Fig. 1: run 1, clock nets
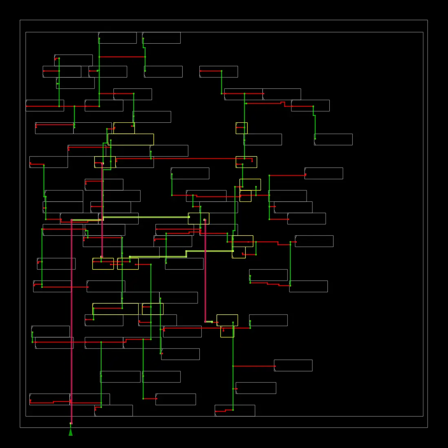
Fig. 2: run 1, selected gate families
Drawn at 4 px/um.
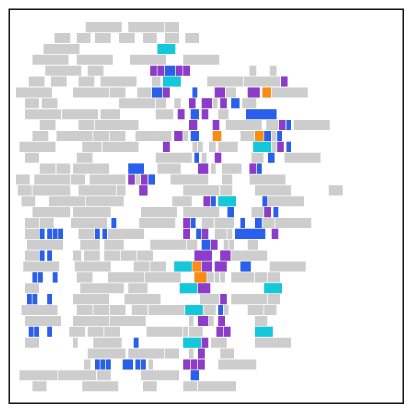
Fig. 3: run 1, routed metal, one color a layer
Drawn at 3 px/um. Only two layers are drawn.
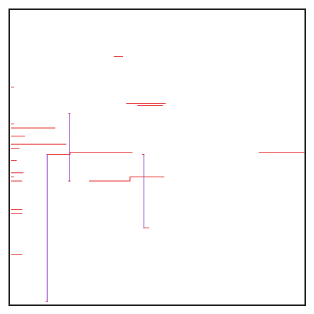
## src/rtl/uart_port.sv

```systemverilog
// uart_port: device side of the CPU UART strobe interface, standing in for the
// board UART chip on the low byte of the Ram1 data bus. A CPU write (rising edge
// of wrn) loads the transmit holding register. The byte is then sent on txd as
// 8N1, LSB first. Frames arriving on rxd are collected into a one-byte receive
// buffer, which the CPU acknowledges with a rising edge of rdn.
//
// Ports
//   CLK          single clock, all state on the rising edge
//   RST          asynchronous active-low reset
//   din          byte to transmit, sampled on a detected wrn rising edge
//   dout         receive buffer contents, always driven
//   wrn, rdn     active-low CPU strobes, asynchronous to CLK
//   data_ready   unread byte present in the receive buffer
//   tbre         transmit holding register empty
//   tsre         transmit shift register idle
//   txd          serial output, idle high
//   rxd          serial input, asynchronous
//   rx_overrun   sticky: a byte arrived while data_ready was set, cleared by a read
//   rx_frame_err one-cycle pulse when the stop bit is sampled low
module uart_port #(
    parameter int unsigned CLKS_PER_BIT = 96
) (
    input  logic       CLK,
    input  logic       RST,
    input  logic [7:0] din,
    output logic [7:0] dout,
    input  logic       wrn,
    input  logic       rdn,
    output logic       data_ready,
    output logic       tbre,
    output logic       tsre,
    output logic       txd,
    input  logic       rxd,
    output logic       rx_overrun,
    output logic       rx_frame_err
);

    localparam int unsigned TW = (CLKS_PER_BIT > 1) ? $clog2(CLKS_PER_BIT) : 1;
    localparam logic [TW-1:0] BIT_LAST  = TW'(CLKS_PER_BIT - 1);
    localparam logic [TW-1:0] HALF_LAST = TW'(CLKS_PER_BIT / 2 - 1);

    localparam logic [1:0] S_IDLE  = 2'd0;
    localparam logic [1:0] S_START = 2'd1;
    localparam logic [1:0] S_DATA  = 2'd2;
    localparam logic [1:0] S_STOP  = 2'd3;

    // Synchronisers: bit 0 is the first flop and bit 2 is the edge-detect history.
    logic [2:0] wrn_sync, rdn_sync, rxd_sync;

    always_ff @(posedge CLK or negedge RST) begin
        if (!RST) begin
            wrn_sync <= 3'b111;
            rdn_sync <= 3'b111;
            rxd_sync <= 3'b111;
        end else begin
            wrn_sync <= {wrn_sync[1:0], wrn};
            rdn_sync <= {rdn_sync[1:0], rdn};
            rxd_sync <= {rxd_sync[1:0], rxd};
        end
    end

    logic wr_rise, rd_rise, rx_fall, rx_bit;
    assign wr_rise = wrn_sync[1] & ~wrn_sync[2];
    assign rd_rise = rdn_sync[1] & ~rdn_sync[2];
    assign rx_fall = ~rxd_sync[1] & rxd_sync[2];
    assign rx_bit  = rxd_sync[1];

    // Transmit path state
    logic [1:0]    tx_state, tx_state_n;
    logic [TW-1:0] tx_timer, tx_timer_n;
    logic [2:0]    tx_idx, tx_idx_n;
    logic [7:0]    tx_shift, tx_shift_n;
    logic [7:0]    holding, holding_n;
    logic          tbre_n, tsre_n, txd_n;

    // Receive path state
    logic [1:0]    rx_state, rx_state_n;
    logic [TW-1:0] rx_timer, rx_timer_n;
    logic [2:0]    rx_idx, rx_idx_n;
    logic [7:0]    rx_shift, rx_shift_n;
    logic [7:0]    dout_n;
    logic          data_ready_n, rx_overrun_n, rx_frame_err_n;

    // TX next state. A write needs tbre=1 and a transfer needs tbre=0, so the two never collide.
    always_comb begin
        tx_state_n = tx_state;
        tx_timer_n = tx_timer;
        tx_idx_n   = tx_idx;
        tx_shift_n = tx_shift;
        holding_n  = holding;
        tbre_n     = tbre;
        tsre_n     = tsre;
        txd_n      = txd;

        if (wr_rise && tbre) begin
            holding_n = din;
            tbre_n    = 1'b0;
        end

        case (tx_state)
            S_IDLE: begin
                if (!tbre && tsre) begin
                    tx_shift_n = holding;
                    tbre_n     = 1'b1;
                    tsre_n     = 1'b0;
                    tx_state_n = S_START;
                    tx_timer_n = '0;
                    txd_n      = 1'b0;
                end
            end
            S_START: begin
                if (tx_timer == BIT_LAST) begin
                    tx_timer_n = '0;
                    tx_idx_n   = 3'd0;
                    tx_state_n = S_DATA;
                    txd_n      = tx_shift[0];
                    tx_shift_n = {1'b0, tx_shift[7:1]};
                end else begin
                    tx_timer_n = tx_timer + TW'(1);
                end
            end
            S_DATA: begin
                if (tx_timer == BIT_LAST) begin
                    tx_timer_n = '0;
                    if (tx_idx == 3'd7) begin
                        tx_state_n = S_STOP;
                        txd_n      = 1'b1;
                    end else begin
                        tx_idx_n   = tx_idx + 3'd1;
                        txd_n      = tx_shift[0];
                        tx_shift_n = {1'b0, tx_shift[7:1]};
                    end
                end else begin
                    tx_timer_n = tx_timer + TW'(1);
                end
            end
            default: begin
                if (tx_timer == BIT_LAST) begin
                    tx_timer_n = '0;
                    tsre_n     = 1'b1;
                    tx_state_n = S_IDLE;
                end else begin
                    tx_timer_n = tx_timer + TW'(1);
                end
            end
        endcase
    end

    // RX next state. A commit that coincides with a read wins over the read.
    always_comb begin
        logic commit;
        commit         = 1'b0;
        rx_state_n     = rx_state;
        rx_timer_n     = rx_timer;
        rx_idx_n       = rx_idx;
        rx_shift_n     = rx_shift;
        dout_n         = dout;
        data_ready_n   = data_ready;
        rx_overrun_n   = rx_overrun;
        rx_frame_err_n = 1'b0;

        case (rx_state)
            S_IDLE: begin
                if (rx_fall) begin
                    rx_state_n = S_START;
                    rx_timer_n = '0;
                end
            end
            S_START: begin
                if (rx_timer == HALF_LAST) begin
                    rx_timer_n = '0;
                    rx_idx_n   = 3'd0;
                    rx_state_n = rx_bit ? S_IDLE : S_DATA;
                end else begin
                    rx_timer_n = rx_timer + TW'(1);
                end
            end
            S_DATA: begin
                if (rx_timer == BIT_LAST) begin
                    rx_timer_n = '0;
                    rx_shift_n = {rx_bit, rx_shift[7:1]};
                    if (rx_idx == 3'd7) begin
                        rx_state_n = S_STOP;
                    end else begin
                        rx_idx_n = rx_idx + 3'd1;
                    end
                end else begin
                    rx_timer_n = rx_timer + TW'(1);
                end
            end
            default: begin
                if (rx_timer == BIT_LAST) begin
                    rx_timer_n = '0;
                    rx_state_n = S_IDLE;
                    if (rx_bit) begin
                        commit = 1'b1;
                    end else begin
                        rx_frame_err_n = 1'b1;
                    end
                end else begin
                    rx_timer_n = rx_timer + TW'(1);
                end
            end
        endcase

        if (commit) begin
            dout_n       = rx_shift;
            data_ready_n = 1'b1;
            if (data_ready && !rd_rise) begin
                rx_overrun_n = 1'b1;
            end
        end else if (rd_rise) begin
            data_ready_n = 1'b0;
            rx_overrun_n = 1'b0;
        end
    end

    // State registers for both paths
    always_ff @(posedge CLK or negedge RST) begin
        if (!RST) begin
            tx_state     <= S_IDLE;
            tx_timer     <= '0;
            tx_idx       <= 3'd0;
            tx_shift     <= 8'h00;
            holding      <= 8'h00;
            tbre         <= 1'b1;
            tsre         <= 1'b1;
            txd          <= 1'b1;
            rx_state     <= S_IDLE;
            rx_timer     <= '0;
            rx_idx       <= 3'd0;
            rx_shift     <= 8'h00;
            dout         <= 8'h00;
            data_ready   <= 1'b0;
            rx_overrun   <= 1'b0;
            rx_frame_err <= 1'b0;
        end else begin
            tx_state     <= tx_state_n;
            tx_timer     <= tx_timer_n;
            tx_idx       <= tx_idx_n;
            tx_shift     <= tx_shift_n;
            holding      <= holding_n;
            tbre         <= tbre_n;
            tsre         <= tsre_n;
            txd          <= txd_n;
            rx_state     <= rx_state_n;
            rx_timer     <= rx_timer_n;
            rx_idx       <= rx_idx_n;
            rx_shift     <= rx_shift_n;
            dout         <= dout_n;
            data_ready   <= data_ready_n;
            rx_overrun   <= rx_overrun_n;
            rx_frame_err <= rx_frame_err_n;
        end
    end

endmodule

```

## config.mk

```make
export PLATFORM = sky130hd
export DESIGN_NAME = uart_port
export DESIGN_NICKNAME = d
export VERILOG_FILES = /design/src/rtl/uart_port.sv
export SDC_FILE = /design/constraint.sdc
export NUM_CORES = 1
export LEC_CHECK = 0
export CORE_UTILIZATION = 35
export DETAILED_ROUTE_END_ITERATION = 10
export GPL_ROUTABILITY_DRIVEN = 0
export PLACE_DENSITY = 0.61
export SETUP_SLACK_MARGIN = 0.5
export SLEW_MARGIN = 10
export SYNTH_ARGS = -nofsm -noshare
export SYNTH_HDL_FRONTEND = slang
export SYNTH_SLANG_ARGS = --single-unit
```

## constraint.sdc

```tcl
create_clock -name CLK -period 2.8 [get_ports CLK]
set_input_delay 0.7 -clock CLK [delete_from_list [all_inputs] [get_ports CLK]]
set_output_delay 0.7 -clock CLK [all_outputs]
set_load 0.005 [all_outputs]
```

==> out/qor.csv, run 1 <==
metric,value,unit
slew_viol_final,0,
die_width,98.13,um
hold_path.class,reg -> reg,
total_via_count_after_detailed_routing,2105,
detail_route.wirelength,5542,um
die_y,98.13,um
rows,34,
viasPerCell,4.988,
logic_family,simple AND/OR/NAND/NOR gates,
stage_log_warnings,29,
ys_area,3234,sq um
cts-resized-gates,0,
ant_nets,0,
synth_cell_type_count,45,
post-route-min-period,2.114,ns
setup_tns,0,ns
post_synth_most_frequent_cells,"sky130_fd_sc_hd__dfrtp_1 (59), sky130_fd_sc_hd__nand2_1 (37), sky130_fd_sc_hd__mux2_2 (33)",
synth_area_per_cell,11.72,sq um
final-comb-area,1368,sq um
num-nonclk-buffers,28,
overflow,0,
timing.critical_path.max_delay_family,flip-flops,
grt_pass1_vias,2187,
worst-endpoint-arrival,1.41,ns
enable_flop_cells,0,
synth.cellmix.compoundShare,0.1029,
regToRegStartpoint,tx_state[0]$_DFFE_PN0P_,
finish.net_count,332,
end_point_of_the_most_critical_hold_path,rdn_sync[1]$_DFF_PN1_,
final_layout_size_suffix_gt1_frac,0.2325,
area_share_clock_buf_inv,0.05982,
internal_power,1748,uW
fp_util,0.3655,
mappedNetlistArea,3234,sq um
io_buffers,26,
ff_type,sky130_fd_sc_hd__dfrtp_1,
yosys_warnings,0,
tritoncts,built,
cp_data_required_time,2.10,ns
hold_buffers,0,
cp_num_buf_inv,1,
m1WireLength,2698,um
number_of_tap_cells_inserted,108,
clock_tree.root_cell,sky130_fd_sc_hd__clkbuf_8,
muxShareOfSynthArea,0.1242,
postSynthRegisterBits,71,
floorplan.die_area,9630,sq um
combinationalPowerShare,0.117,
grt_pass1_wl,10050,um
drt_pre_antenna_iters,4,
synth_stat.cells,276,
detail_route.wl_per_cell,13.13,um
detailed_place_hpwl,3804,um
cts.clk_slew.worst_paths,0.08,ns
worst_clock_skew,0.008061,ns
ff2ff_setup_slack,0.75,ns
vdd_drop_max,0.3622,mV
pwr.group.sequential,1190,uW
num-clock-buffers,10,
worstMarginPinSlew,0.6659,ns
synth.area.top_cells,"sky130_fd_sc_hd__dfrtp_1 (46%), sky130_fd_sc_hd__mux2_2 (11%), sky130_fd_sc_hd__dfstp_2 (9.7%)",
power-per-cell-area,624.2,nW/um^2
async_flop_share,1.000,
worstSetupEndpointType,output pin,
critical_path_class,reg -> out,
crit_path_top_delay_cell,sky130_fd_sc_hd__dfstp_2,
cap_violations,0,
cts_post_setup_buffers_inserted,0,
timing.hold.worst.start,rdn_sync[0]$_DFF_PN1_,
flow.area_growth_from_synthesis,18.99,%
grt_max_degree,45,
clock_latency,0.34,ns
post-place-cells,406,
critical_path_cell_count,1,
crit_fanout,5,
holdPathStages,0,
synth.largest_area_cell,sky130_fd_sc_hd__dfrtp_1,
lay_top_count,sky130_fd_sc_hd__dfrtp_1,
cts_made_buffers,9,
num-fill-cells,848,
max-clock-path-buffers,2,
power_combinational,282,uW
synthesis.instances,276,
crit_path_cell_trace,clkdlybuf4s50_1,
power_switching,654.4,uW
seqCellArea,1792,sq um
met2_length,2590,um
comb_area_frac,0.3553,
rsz0062_at_grt,false,
power.leakage,0.001698,uW
seq-cell-share,0.4655,
hold_ws,0.3577,ns
grt_use_total,0.1307,
finalHoldViolations,0,
num_io_pins,27,
simple_gate_area_frac,0.1435,
finalPower,2402,uW
slew_headroom,0.5551,
yosys.area_share.xor_xnor,0.01354,
rr_worst_depth,6,
most-common-layout-cells,"sky130_fd_sc_hd__dfrtp_1 (59), sky130_fd_sc_hd__nand2_1 (37), sky130_fd_sc_hd__mux2_2 (33), sky130_fd_sc_hd__clkdlybuf4s50_1 (25), sky130_fd_sc_hd__o21ai_0 (23)",
layout.comb_gates.multi_input,188,
layout.cells.largest_class,registers,
dpl_cell_area,3618,sq um
critical_path.reg2reg.endpoint,tx_shift[6]$_DFFE_PN0P_,
netSwitchingFraction,0.2724,
fp_nets,299,
antenna_cells_inserted,0,
clock_power_share,0.387,
post-synth-top-area-fraction,0.4565,
finish.cell_count_without_fillers,422,
outcome,finished clean,
timing.fmax,473.0,MHz
htree_num_levels,3,
antenna_found_initial,0,
buffer_area_frac,0.07347,
pwr-share-seq,0.496,
crit_path_start_kind,flip-flop,
nonClockInverterCount,11,
post_synth_fa_ha_maj_area_fraction,0.03868,
topRoutingLayerUsed,met4,
synth_seq_share,0.5540,
stdcell_area,3849,sq um
netlist.top_cell.by_instances,sky130_fd_sc_hd__dfrtp_1,
final_tally_of_setup_violations,0,
drtIter0Drc,118,
drc,0,
About Fig. 1:
number of flip-flops and latches: 71
clock sink count: 71

About Fig. 2:
family	color	cells	most used
AND and OR gates	orange	5	and3_1
adder and majority cells	cyan	10	ha_1
inverting AOI/OAI gates	purple	47	o21ai_0
NAND gates	blue	54	nand2_1

About Fig. 3:
layer	color	wire length
met4	purple	95.9 um
met3	red	158 um

[run 1: through the flow]
step	worst slack (ns)	utilization
after floorplan	1.021	-
after global placement	0.8645	0.4089
after detailed placement	0.7792	0.4089
after CTS	0.6630	0.4350
after global routing	0.6043	0.4350
final	0.6857	0.4350
[run 1: sequential cells by signal (all words and copies together) (netlist names), 2 cells and up]
name,count
tx_shift,8
rdn_sync,3
tx_idx,3
tx_state,2
rx_shift,8
tx_timer,7
rx_state,2
dout,8
rx_idx,3
rxd_sync,3
rx_timer,7
wrn_sync,3
holding,8
[run 1: worst max-delay path by stage]
stage	slack, ns	startpoint	endpoint
final	0.69	tbre$_DFF_PN1_	tbre
after global routing	0.60	tx_state[0]$_DFFE_PN0P_	tx_shift[7]$_DFFE_PN0P_
after CTS	0.66	tbre$_DFF_PN1_	tbre
after detailed placement	0.78	tx_state[0]$_DFFE_PN0P_	tx_shift[1]$_DFFE_PN0P_
after global placement	0.86	tx_state[0]$_DFFE_PN0P_	tx_shift[1]$_DFFE_PN0P_
after floorplan	1.02	tx_state[0]$_DFFE_PN0P_	tx_shift[0]$_DFFE_PN0P_
[run 1: metal layers]
metal | track usage | vias to the layer above
met4 | 0.06200 | 0
met2 | 0.2118 | 29
li1 | - | 1042
met1 | 0.1677 | 1027
met5 | 0 | -
met3 | 0.02720 | 7
[run 1: worst register-to-register path: stages (launching register included)]
cell,delay [ns]
sky130_fd_sc_hd__dfrtp_1,0.41
sky130_fd_sc_hd__inv_1,0.11
sky130_fd_sc_hd__ha_1,0.36
sky130_fd_sc_hd__or3b_1,0.21
sky130_fd_sc_hd__o22ai_2,0.07
sky130_fd_sc_hd__o21ai_2,0.38
sky130_fd_sc_hd__mux2_2,0.39
Fig. 4: run 1, ports around the boundary
Drawn at 4 px/um. Pins as bars across the die edge, other pins in gray.
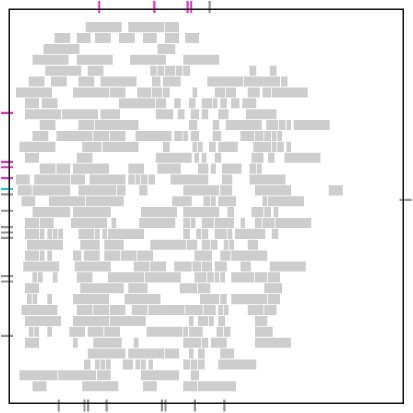

--- run 2 (diff from run 1) ---
==> constraint.sdc (replaced) <==
create_clock -name CLK -period 2.05 [get_ports CLK]
set_input_delay 0.5125 -clock CLK [delete_from_list [all_inputs] [get_ports CLK]]
set_output_delay 0.5125 -clock CLK [all_outputs]
set_load 0.005 [all_outputs]
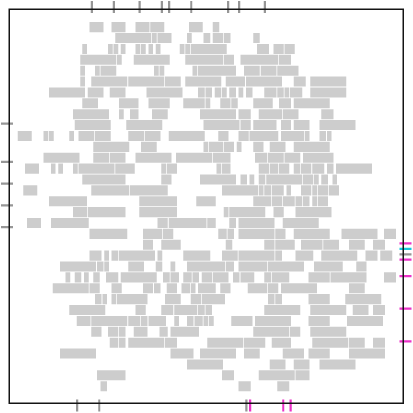
Fig. 5. Ports around the boundary (run 2).
Drawn at 4 px/um. Pins as bars across the die edge, other pins in gray.
port	color	pins	direction	edge
`data_ready`	cyan	1	output	right
`dout`	magenta	8	output	5 right, 3 bottom
all pins by edge	9 top, 7 right, 6 bottom, 5 left

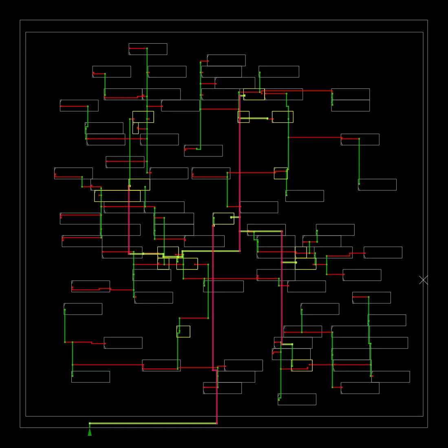
Fig. 6. Clock nets (run 2).
power attributed to the clock group: 1120 uW
number of buffers inserted during clock tree synthesis: 9
clk_skew: 0.01059 ns
Worst-Skew Late Latency: 0.34 ns
clock tree buffer count of the final layout: 10

==> run 2 against run 1 <==
Compared with the run above: the run now ends with design-rule violations left; sequential power up 38%; cell count up 7.8%; routed wire length up 13%; clock-buffer cell count unchanged; highest routed layer unchanged; worst hold slack worse by 0.18 ns; largest cell class unchanged; combinational power up 110%; largest power group unchanged; setup slack worse by 0.34 ns; non-clock buffer count up 33.
==> out/qor.csv, run 2 <==
metric,value,unit,change
outcome,finished with violations,,
failed_checks,design-rule violations,,
finalHoldViolations,0,,unchanged
overflow,0,,unchanged
crit_path_top_delay_cell,sky130_fd_sc_hd__dfrtp_1,,
drc,1,,+1
antenna_found_initial,0,,unchanged
slew_headroom,0.6918,,+0.1367
most-common-layout-cells,"sky130_fd_sc_hd__dfrtp_1 (58), sky130_fd_sc_hd__nand2_1 (36), sky130_fd_sc_hd__buf_4 (28), sky130_fd_sc_hd__mux2_2 (23), sky130_fd_sc_hd__o21ai_0 (15)",,
yosys_warnings,0,,unchanged
rows,34,,unchanged
regToRegStartpoint,tx_state[1]$_DFFE_PN0P_,,
critical_path.reg2reg.endpoint,tx_shift[0]$_DFFE_PN0P_,,
critical_path_class,reg -> reg,,
rr_worst_depth,5,,-1
antenna_cells_inserted,0,,unchanged
crit_fanout,8,,+3
detail_route.wirelength,6248,um,+13%
synth_area_per_cell,11.72,sq um,unchanged
nonClockInverterCount,11,,unchanged
power.leakage,0.001952,uW,+15%
tritoncts,built,,
finish.net_count,365,,+9.9%
slew_viol_final,0,,unchanged
rsz0062_at_grt,true,,
netlist.top_cell.by_instances,sky130_fd_sc_hd__dfrtp_1,,
timing.critical_path.max_delay_family,flip-flops,,
cp_data_required_time,2.28,ns,+0.18 ns
grt_pass1_wl,10850,um,+8.0%
power-per-cell-area,777.8,nW/um^2,+25%
max-clock-path-buffers,2,,unchanged
die_width,98.13,um,unchanged
worstSetupEndpointType,flip-flop,,
ff2ff_setup_slack,0.35,ns,-0.40 ns
crit_path_start_kind,flip-flop,,
synth_cell_type_count,45,,unchanged
detailed_place_hpwl,3861,um,+1.5%
enable_flop_cells,0,,unchanged
io_buffers,26,,unchanged
power_switching,1001,uW,+53%
clock_tree.root_cell,sky130_fd_sc_hd__clkbuf_8,,
stdcell_area,4315,sq um,+12%
seq-cell-share,0.4155,,-0.05006
die_y,98.13,um,unchanged
synth.area.top_cells,"sky130_fd_sc_hd__dfrtp_1 (46%), sky130_fd_sc_hd__mux2_2 (11%), sky130_fd_sc_hd__dfstp_2 (9.7%)",,
cap_violations,0,,unchanged
fp_util,0.3655,,unchanged
synth.largest_area_cell,sky130_fd_sc_hd__dfrtp_1,,
stage_log_warnings,32,,+10%
synth_seq_share,0.5540,,unchanged
ys_area,3234,sq um,unchanged
dpl_cell_area,3711,sq um,+2.6%
synthesis.instances,276,,unchanged
fp_nets,299,,unchanged
grt_use_total,0.1418,,+0.01118
drt_pre_antenna_iters,7,,+3
num_io_pins,27,,unchanged
clock_power_share,0.335,,-0.052
crit_path_cell_trace,ha_4 > or3b_4 > o22ai_4 > o21ai_4 > mux2_4,,
timing.fmax,587.4,MHz,
internal_power,2356,uW,+35%
detail_route.wl_per_cell,13.73,um,+4.6%
grt_max_degree,72,,+60%
worst-endpoint-arrival,1.93,ns,+0.52 ns
drtIter0Drc,66,,-44%
num-fill-cells,798,,-5.9%
grt_pass1_vias,2252,,+3.0%
worstMarginPinSlew,0.4602,ns,-0.2057 ns
postLayoutCoreUtil,0.4877,,+0.05274
post-synth-top-area-fraction,0.4565,,unchanged
pwr.group.sequential,1640,uW,+38%
final_tally_of_setup_violations,0,,unchanged
flow.area_growth_from_synthesis,33.42,%,
cts_post_setup_buffers_inserted,21,,+21
lay_top_count,sky130_fd_sc_hd__dfrtp_1,,
pwr-share-seq,0.490,,-0.006
async_flop_share,1.000,,unchanged
postSynthRegisterBits,71,,unchanged
cts.sink_count,71,,unchanged
total_via_count_after_detailed_routing,2247,,+6.7%
ff_type,sky130_fd_sc_hd__dfrtp_1,,
post-route-min-period,1.702,ns,
hold_buffers,0,,unchanged
combinationalPowerShare,0.175,,+0.058
buffer_area_frac,0.1258,,+0.05236
netSwitchingFraction,0.2982,,+0.02578
number_of_tap_cells_inserted,108,,unchanged
## run 2: cell counts after synthesis
No cell type changed its count.
## run 2: cell families (layout without fill, tap and decap cells)
kind of cell / after synthesis / count (layout) / synth area share
and+or+nand+nor: 83 / 83 / 0.1435
DFF: 71 / 71 / 0.5540
AOI/OAI and AO/OA: 54 / 54 / 0.1029
muxes: 36 / 36 / 0.1242
buffers and inverters: 17 / 88 / 0.02321
adders and majority gates: 10 / 10 / 0.03868
xor gates and xnor gates: 5 / 5 / 0.01354
## run 2: layer usage
metal	global-route usage	vias to the layer above	part of all wire
met1	0.1940	1101	0.49
met4	0.07233	0	0.021
met2	0.2167	30	0.47
li1	-	1104	-
met3	0.02505	12	0.027
met5	0	-	0
## run 2: how the worst max path moves through the flow
stage / startpoint / end / slack (ns) / cells after the start
after detailed placement: rx_timer[0]$_DFFE_PN0P_ / rx_idx[0]$_DFFE_PN0P_ / 0.24 / 6
after CTS: tx_state[1]$_DFFE_PN0P_ / tx_shift[0]$_DFFE_PN0P_ / 0.34 / 5
final: tx_state[1]$_DFFE_PN0P_ / tx_shift[0]$_DFFE_PN0P_ / 0.35 / 5
after floorplan: tx_state[0]$_DFFE_PN0P_ / tx_shift[0]$_DFFE_PN0P_ / 0.27 / 7
after global placement: rx_timer[0]$_DFFE_PN0P_ / rx_idx[0]$_DFFE_PN0P_ / 0.25 / 6
after global routing: tx_state[1]$_DFFE_PN0P_ / tx_shift[0]$_DFFE_PN0P_ / 0.31 / 5
## run 2: stage by stage
step / instances / setup slack (ns) / hold WS, ns
after floorplan: 276 / 0.2739 / 0.2169
after global placement: 408 / 0.2452 / 0.3468
after detailed placement: 408 / 0.2362 / 0.3487
after CTS: 445 / 0.3392 / 0.1867
after global routing: 455 / 0.3057 / 0.2009
final: 455 / 0.3477 / 0.1770
Power figures rest on the tool's default switching activity, not on a simulated workload.
